$ cat src/rtl/inst_fetch_queue.sv
// Instruction-fetch front end: owns the PC, issues sequential word fetches,
// buffers in-order responses in a {pc,inst} FIFO and hands the head to decode.
module inst_fetch_queue #(
   parameter int                ADDR_W   = 64,
   parameter int                INST_W   = 32,
   parameter int                DEPTH    = 4,
   parameter logic [ADDR_W-1:0] PC_START = 'h8000_0000
) (
   input  logic              clk,
   input  logic              rst,
   input  logic              transfer_en_i,
   input  logic [ADDR_W-1:0] transfer_pc_i,
   output logic              imem_req_valid_o,
   input  logic              imem_req_ready_i,
   output logic [ADDR_W-1:0] imem_req_addr_o,
   input  logic              imem_resp_valid_i,
   input  logic [INST_W-1:0] imem_resp_inst_i,
   output logic              if_valid_o,
   input  logic              if_ready_i,
   output logic [ADDR_W-1:0] if_pc_o,
   output logic [INST_W-1:0] if_inst_o
);

   localparam int PTR_W = $clog2(DEPTH);
   localparam int CNT_W = PTR_W + 1;
   localparam logic [CNT_W-1:0] FULL = CNT_W'(DEPTH);

   logic [ADDR_W-1:0] pc_q;
   logic [ADDR_W-1:0] fifo_pc   [DEPTH];
   logic [INST_W-1:0] fifo_inst [DEPTH];
   logic [ADDR_W-1:0] tag_pc    [DEPTH];
   logic [PTR_W-1:0]  head, tail, tag_head, tag_tail;
   logic [CNT_W-1:0]  count, outstanding, discard;
   logic [CNT_W:0]    credit_sum;
   logic              req_fire, push, pop;

   // Buffered plus in-flight entries never exceed DEPTH, so a response always finds room.
   assign credit_sum       = {1'b0, count} + {1'b0, outstanding};
   assign imem_req_valid_o = !rst && !transfer_en_i && (credit_sum < {1'b0, FULL});
   assign imem_req_addr_o  = pc_q;
   assign req_fire         = imem_req_valid_o && imem_req_ready_i;

   assign push = imem_resp_valid_i && (discard == '0) && !transfer_en_i;
   assign pop  = if_valid_o && if_ready_i && !transfer_en_i;

   assign if_valid_o = (count != '0);
   assign if_pc_o    = if_valid_o ? fifo_pc[head]   : '0;
   assign if_inst_o  = if_valid_o ? fifo_inst[head] : '0;

   always_ff @(posedge clk or posedge rst) begin
      if (rst) begin
         pc_q <= PC_START;
      end else if (transfer_en_i) begin
         pc_q <= transfer_pc_i;
      end else if (req_fire) begin
         pc_q <= pc_q + ADDR_W'(4);
      end
   end

   always_ff @(posedge clk) begin
      if (req_fire) begin
         tag_pc[tag_tail] <= pc_q;
      end
      if (push) begin
         fifo_pc[tail]   <= tag_pc[tag_head];
         fifo_inst[tail] <= imem_resp_inst_i;
      end
   end

   // Tags follow every request, stale ones included, so they stay aligned with responses.
   always_ff @(posedge clk or posedge rst) begin
      if (rst) begin
         tag_head    <= '0;
         tag_tail    <= '0;
         outstanding <= '0;
      end else begin
         if (req_fire) begin
            tag_tail <= tag_tail + PTR_W'(1);
         end
         if (imem_resp_valid_i) begin
            tag_head <= tag_head + PTR_W'(1);
         end
         unique case ({req_fire, imem_resp_valid_i})
            2'b10:   outstanding <= outstanding + CNT_W'(1);
            2'b01:   outstanding <= outstanding - CNT_W'(1);
            default: outstanding <= outstanding;
         endcase
      end
   end

   // Earlier stale requests are already inside outstanding, so a redirect reloads discard.
   always_ff @(posedge clk or posedge rst) begin
      if (rst) begin
         discard <= '0;
      end else if (transfer_en_i) begin
         discard <= outstanding - CNT_W'(imem_resp_valid_i);
      end else if (imem_resp_valid_i && (discard != '0)) begin
         discard <= discard - CNT_W'(1);
      end
   end

   always_ff @(posedge clk or posedge rst) begin
      if (rst) begin
         head  <= '0;
         tail  <= '0;
         count <= '0;
      end else if (transfer_en_i) begin
         head  <= '0;
         tail  <= '0;
         count <= '0;
      end else begin
         if (push) begin
            tail <= tail + PTR_W'(1);
         end
         if (pop) begin
            head <= head + PTR_W'(1);
         end
         unique case ({push, pop})
            2'b10:   count <= count + CNT_W'(1);
            2'b01:   count <= count - CNT_W'(1);
            default: count <= count;
         endcase
      end
   end

   a_count_max:   assert property (@(posedge clk) disable iff (rst) count <= FULL);
   a_outst_max:   assert property (@(posedge clk) disable iff (rst) outstanding <= FULL);
   a_discard_max: assert property (@(posedge clk) disable iff (rst) discard <= outstanding);
   a_no_orphan:   assert property (@(posedge clk) disable iff (rst) imem_resp_valid_i |-> outstanding != '0);
   a_no_overfill: assert property (@(posedge clk) disable iff (rst) push |-> (count != FULL) || pop);

endmodule

$ cat config.mk
export PLATFORM = sky130hd
export DESIGN_NAME = inst_fetch_queue
export DESIGN_NICKNAME = d
export VERILOG_FILES = /design/src/rtl/inst_fetch_queue.sv
export SDC_FILE = /design/constraint.sdc
export NUM_CORES = 1
export LEC_CHECK = 0
export CAP_MARGIN = 20
export CORE_MARGIN = 3
export CORE_UTILIZATION = 35
export CTS_BUF_LIST = sky130_fd_sc_hd__clkbuf_16
export DETAILED_ROUTE_END_ITERATION = 16
export PLACE_DENSITY = 0.54
export SKIP_LAST_GASP = 1
export SLEW_MARGIN = 20
export SYNTH_ARGS = -nofsm -noshare
export SYNTH_HDL_FRONTEND = slang
export SYNTH_SLANG_ARGS = --single-unit
$ cat constraint.sdc
create_clock -name clk -period 4.7 [get_ports clk]
set_input_delay 0.705 -clock clk [delete_from_list [all_inputs] [get_ports clk]]
set_output_delay 0.705 -clock clk [all_outputs]
set_load 0.005 [all_outputs]
==> images/met1.png <==
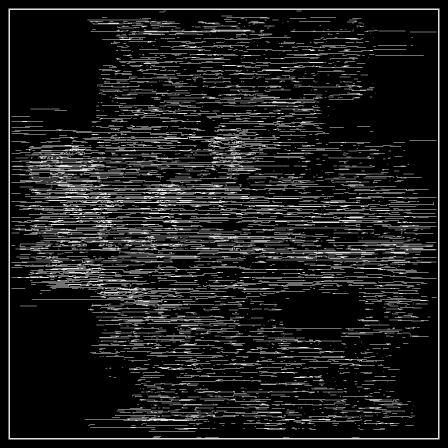
share of all routed wire: 43%
main direction: horizontal
nets with wire on the layer: 1830

==> images/met2.png <==
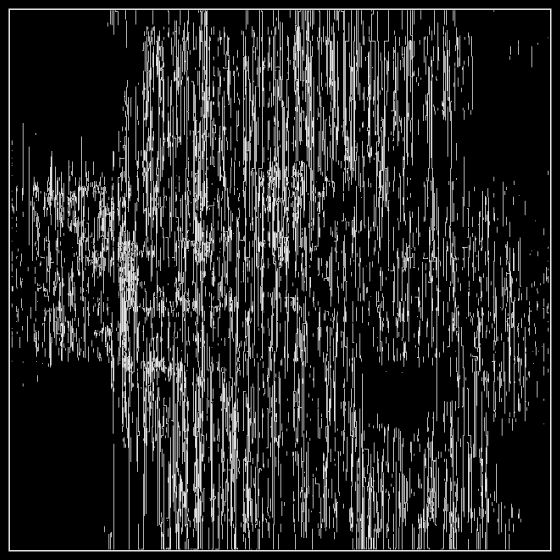
main direction: vertical
nets with wire on the layer: 1757

==> images/met3.png <==
Bar = 100 µm. Cells faint in the background.
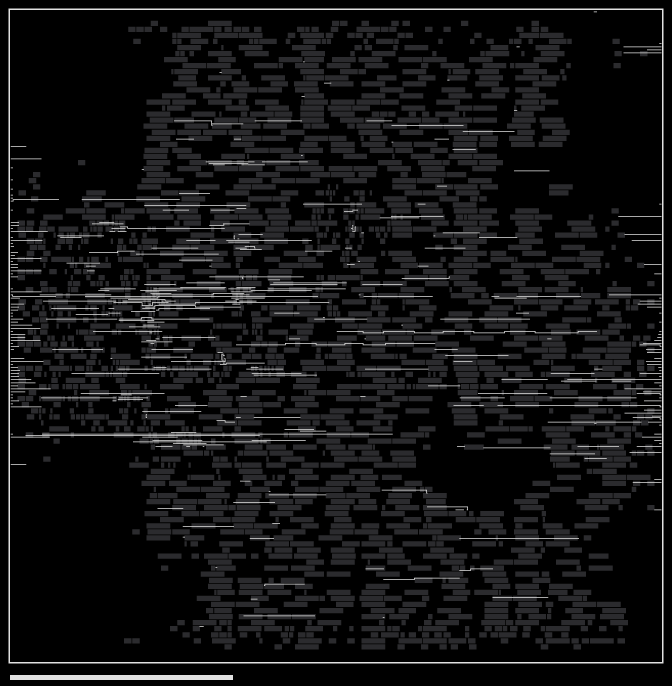
wire length on this layer: 4840 µm
main direction: horizontal
nets with wire on the layer: 250
share of all routed wire: 6.5%
longest straight run: 157 µm

==> summary.txt <==
run results: chip area in the Yosys report slightly below 30000 µm², maximum vdd drop 0.3113 mV, WP data arrival about 3000 ps, met1 WL around 32000 µm, Met3 Routed Length ~4800 µm, vias in the first global route between 15000 and 20000, Worst-path clk slew 60 ps, top routing layer used met4, port bufs 263, fill cell count 7064, Post-CTS Hold Fix Bufs 0, asr flop ratio synth 11.23%, Comb group about 4.6 mW, Area Overhead vs Synth 23.21%, CTS max path bufs 3, share of cells above drive strength 1 17.88%, core area 81070 µm², first-pass GRT wire length approximately 110000 µm, Yosys top cell by area edfxtp_1, CP startpoint head[0]$_DFFE_PP0P_, Leakage 11.55 nW, P_seq 8.36 mW, combinational share of cell area around 20%, cell-internal power 13.75 mW, NonClk Buf Share 8.676%, Reg-to-Reg Start count[2]$_DFFE_PP0P_, setup TNS 0 ps, Core Util at FP 35.55%, Reg power frac between 40 and 50%, Commonest flop edfxtp_1, synth top area cells edfxtp_1 (67%), mux4_2 (13%), dfrtp_1 (6.9%), Post-CTS Setup Bufs 0, final sequential cell count 721, post-cts repair resize count 0, Yosys top cell area share 66.69%, Commonest Layout Cell edfxtp_1, Signal buffers 298, CP top delay family buffers and inverters, Reg2Reg Setup Slack about 1400 ps, Tapcells 1060, syn nets 1655, TritonCTS clock tree done, headroom to the max-slew limit 41.60%, gp weighted congestion 0.8025, CTS sink count 721, post-layout period usage 79.48%, RR Endpoint imem_req_addr_o[50]$_DFFE_PP0P_, Cell Type Count 52, Setup Skew 31.87 ps, Comb pwr share 24.3%, HP Class primary input to asynchronous set/reset pin, WP depth 4, Worst Tran Pin Value 872.8 ps, status finished, final reports clean, antenna-violating nets left 0, CP bufs+invs 2, total of max-cap violations 0, antenna cells 0, die area 85810 µm², Worst setup EP type output port, kind of critical path flop to output port, slowest stage cell, crit path dfrtp_4, max frequency between 0.2 and 0.3 GHz, tool warnings 33, M3 GR Usage 3.265%
==> images/met4.png <==
Bar = 100 µm.
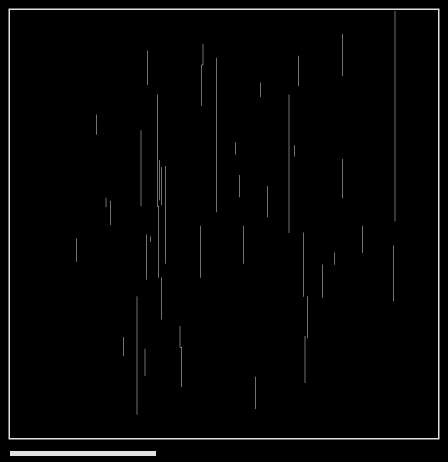
longest straight run: 144 µm
nets with wire on the layer: 19
share of all routed wire: 1.8%
wire length on this layer: 1390 µm
main direction: vertical

==> images/final_congestion.png <==
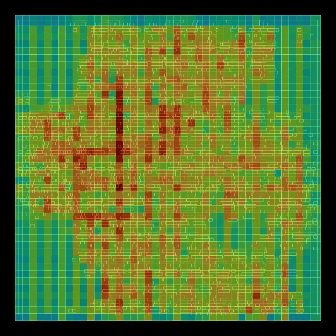
M1 GR Usage: 24.31%
met2 Use GR: 28.54%
gr usage total: 17.53%
Routed WL per cell: 25.27 µm
Final Util: 43.80%

==> state kept, by name, indices dropped and copies added, names as in the netlist <==
name,count
outstanding,3
fifo_inst,128
imem_req_addr_o,64
tail,2
discard,3
tag_head,2
tag_tail,2
count,3
fifo_pc,256
head,2
tag_pc,256
==> cells by family (layout without fill, tap and decap cells) <==
family / after synthesis / count (layout) / share of synthesized area, %
muxes: 176 / 176 / 13.07
xor gates and xnor gates: 21 / 21 / 0.6382
DFF: 721 / 721 / 73.73
adders and majority gates: 18 / 18 / 0.8336
and+or+nand+nor: 386 / 386 / 7.629
buffers and inverters: 96 / 468 / 1.333
AOI/OAI and AO/OA: 117 / 117 / 2.766
==> synthesized netlist by cell type (2+ instances only) <==
cell and count:
xnor2_1 5, mux4_2 160, and2_1 107, or4b_1 2
nor4_2 5, or4_1 9, or3_1 15, mux2i_1 13
a21oi_1 16, buf_1 11, nand4_2 5, o31a_1 7
o211ai_1 27, ha_1 16, dfrtp_1 80, nand3_1 39
nand2_1 81, clkbuf_1 45, nand3b_1 2, and3_1 16
fa_1 2, a31oi_1 2, a22oi_1 10, nor4_1 7
a221o_1 5, buf_2 19, nand2b_1 6, mux2_2 3
nand4_1 35, nor3_1 16, inv_1 21, nor2_1 29
o21ai_0 31, and4_1 5, or2_2 3, edfxtp_1 640
xor2_1 16, o311ai_0 10
==> metrics by stage <==
step	hold WS (ps)	power (mW)	setup slack, ps	cells	util, %
after floorplan	467.2	10.81	656.6	1535	-
after global placement	494.0	13.15	1049	2818	40.68
after detailed placement	510.8	13.22	950.6	2818	40.68
after CTS	472.6	19.22	858.0	2967	43.80
after global routing	511.5	19.81	786.6	2967	43.80
final	484.2	18.91	964.2	2967	43.80
No activity file was given, so power comes from the tool's default toggle rates.
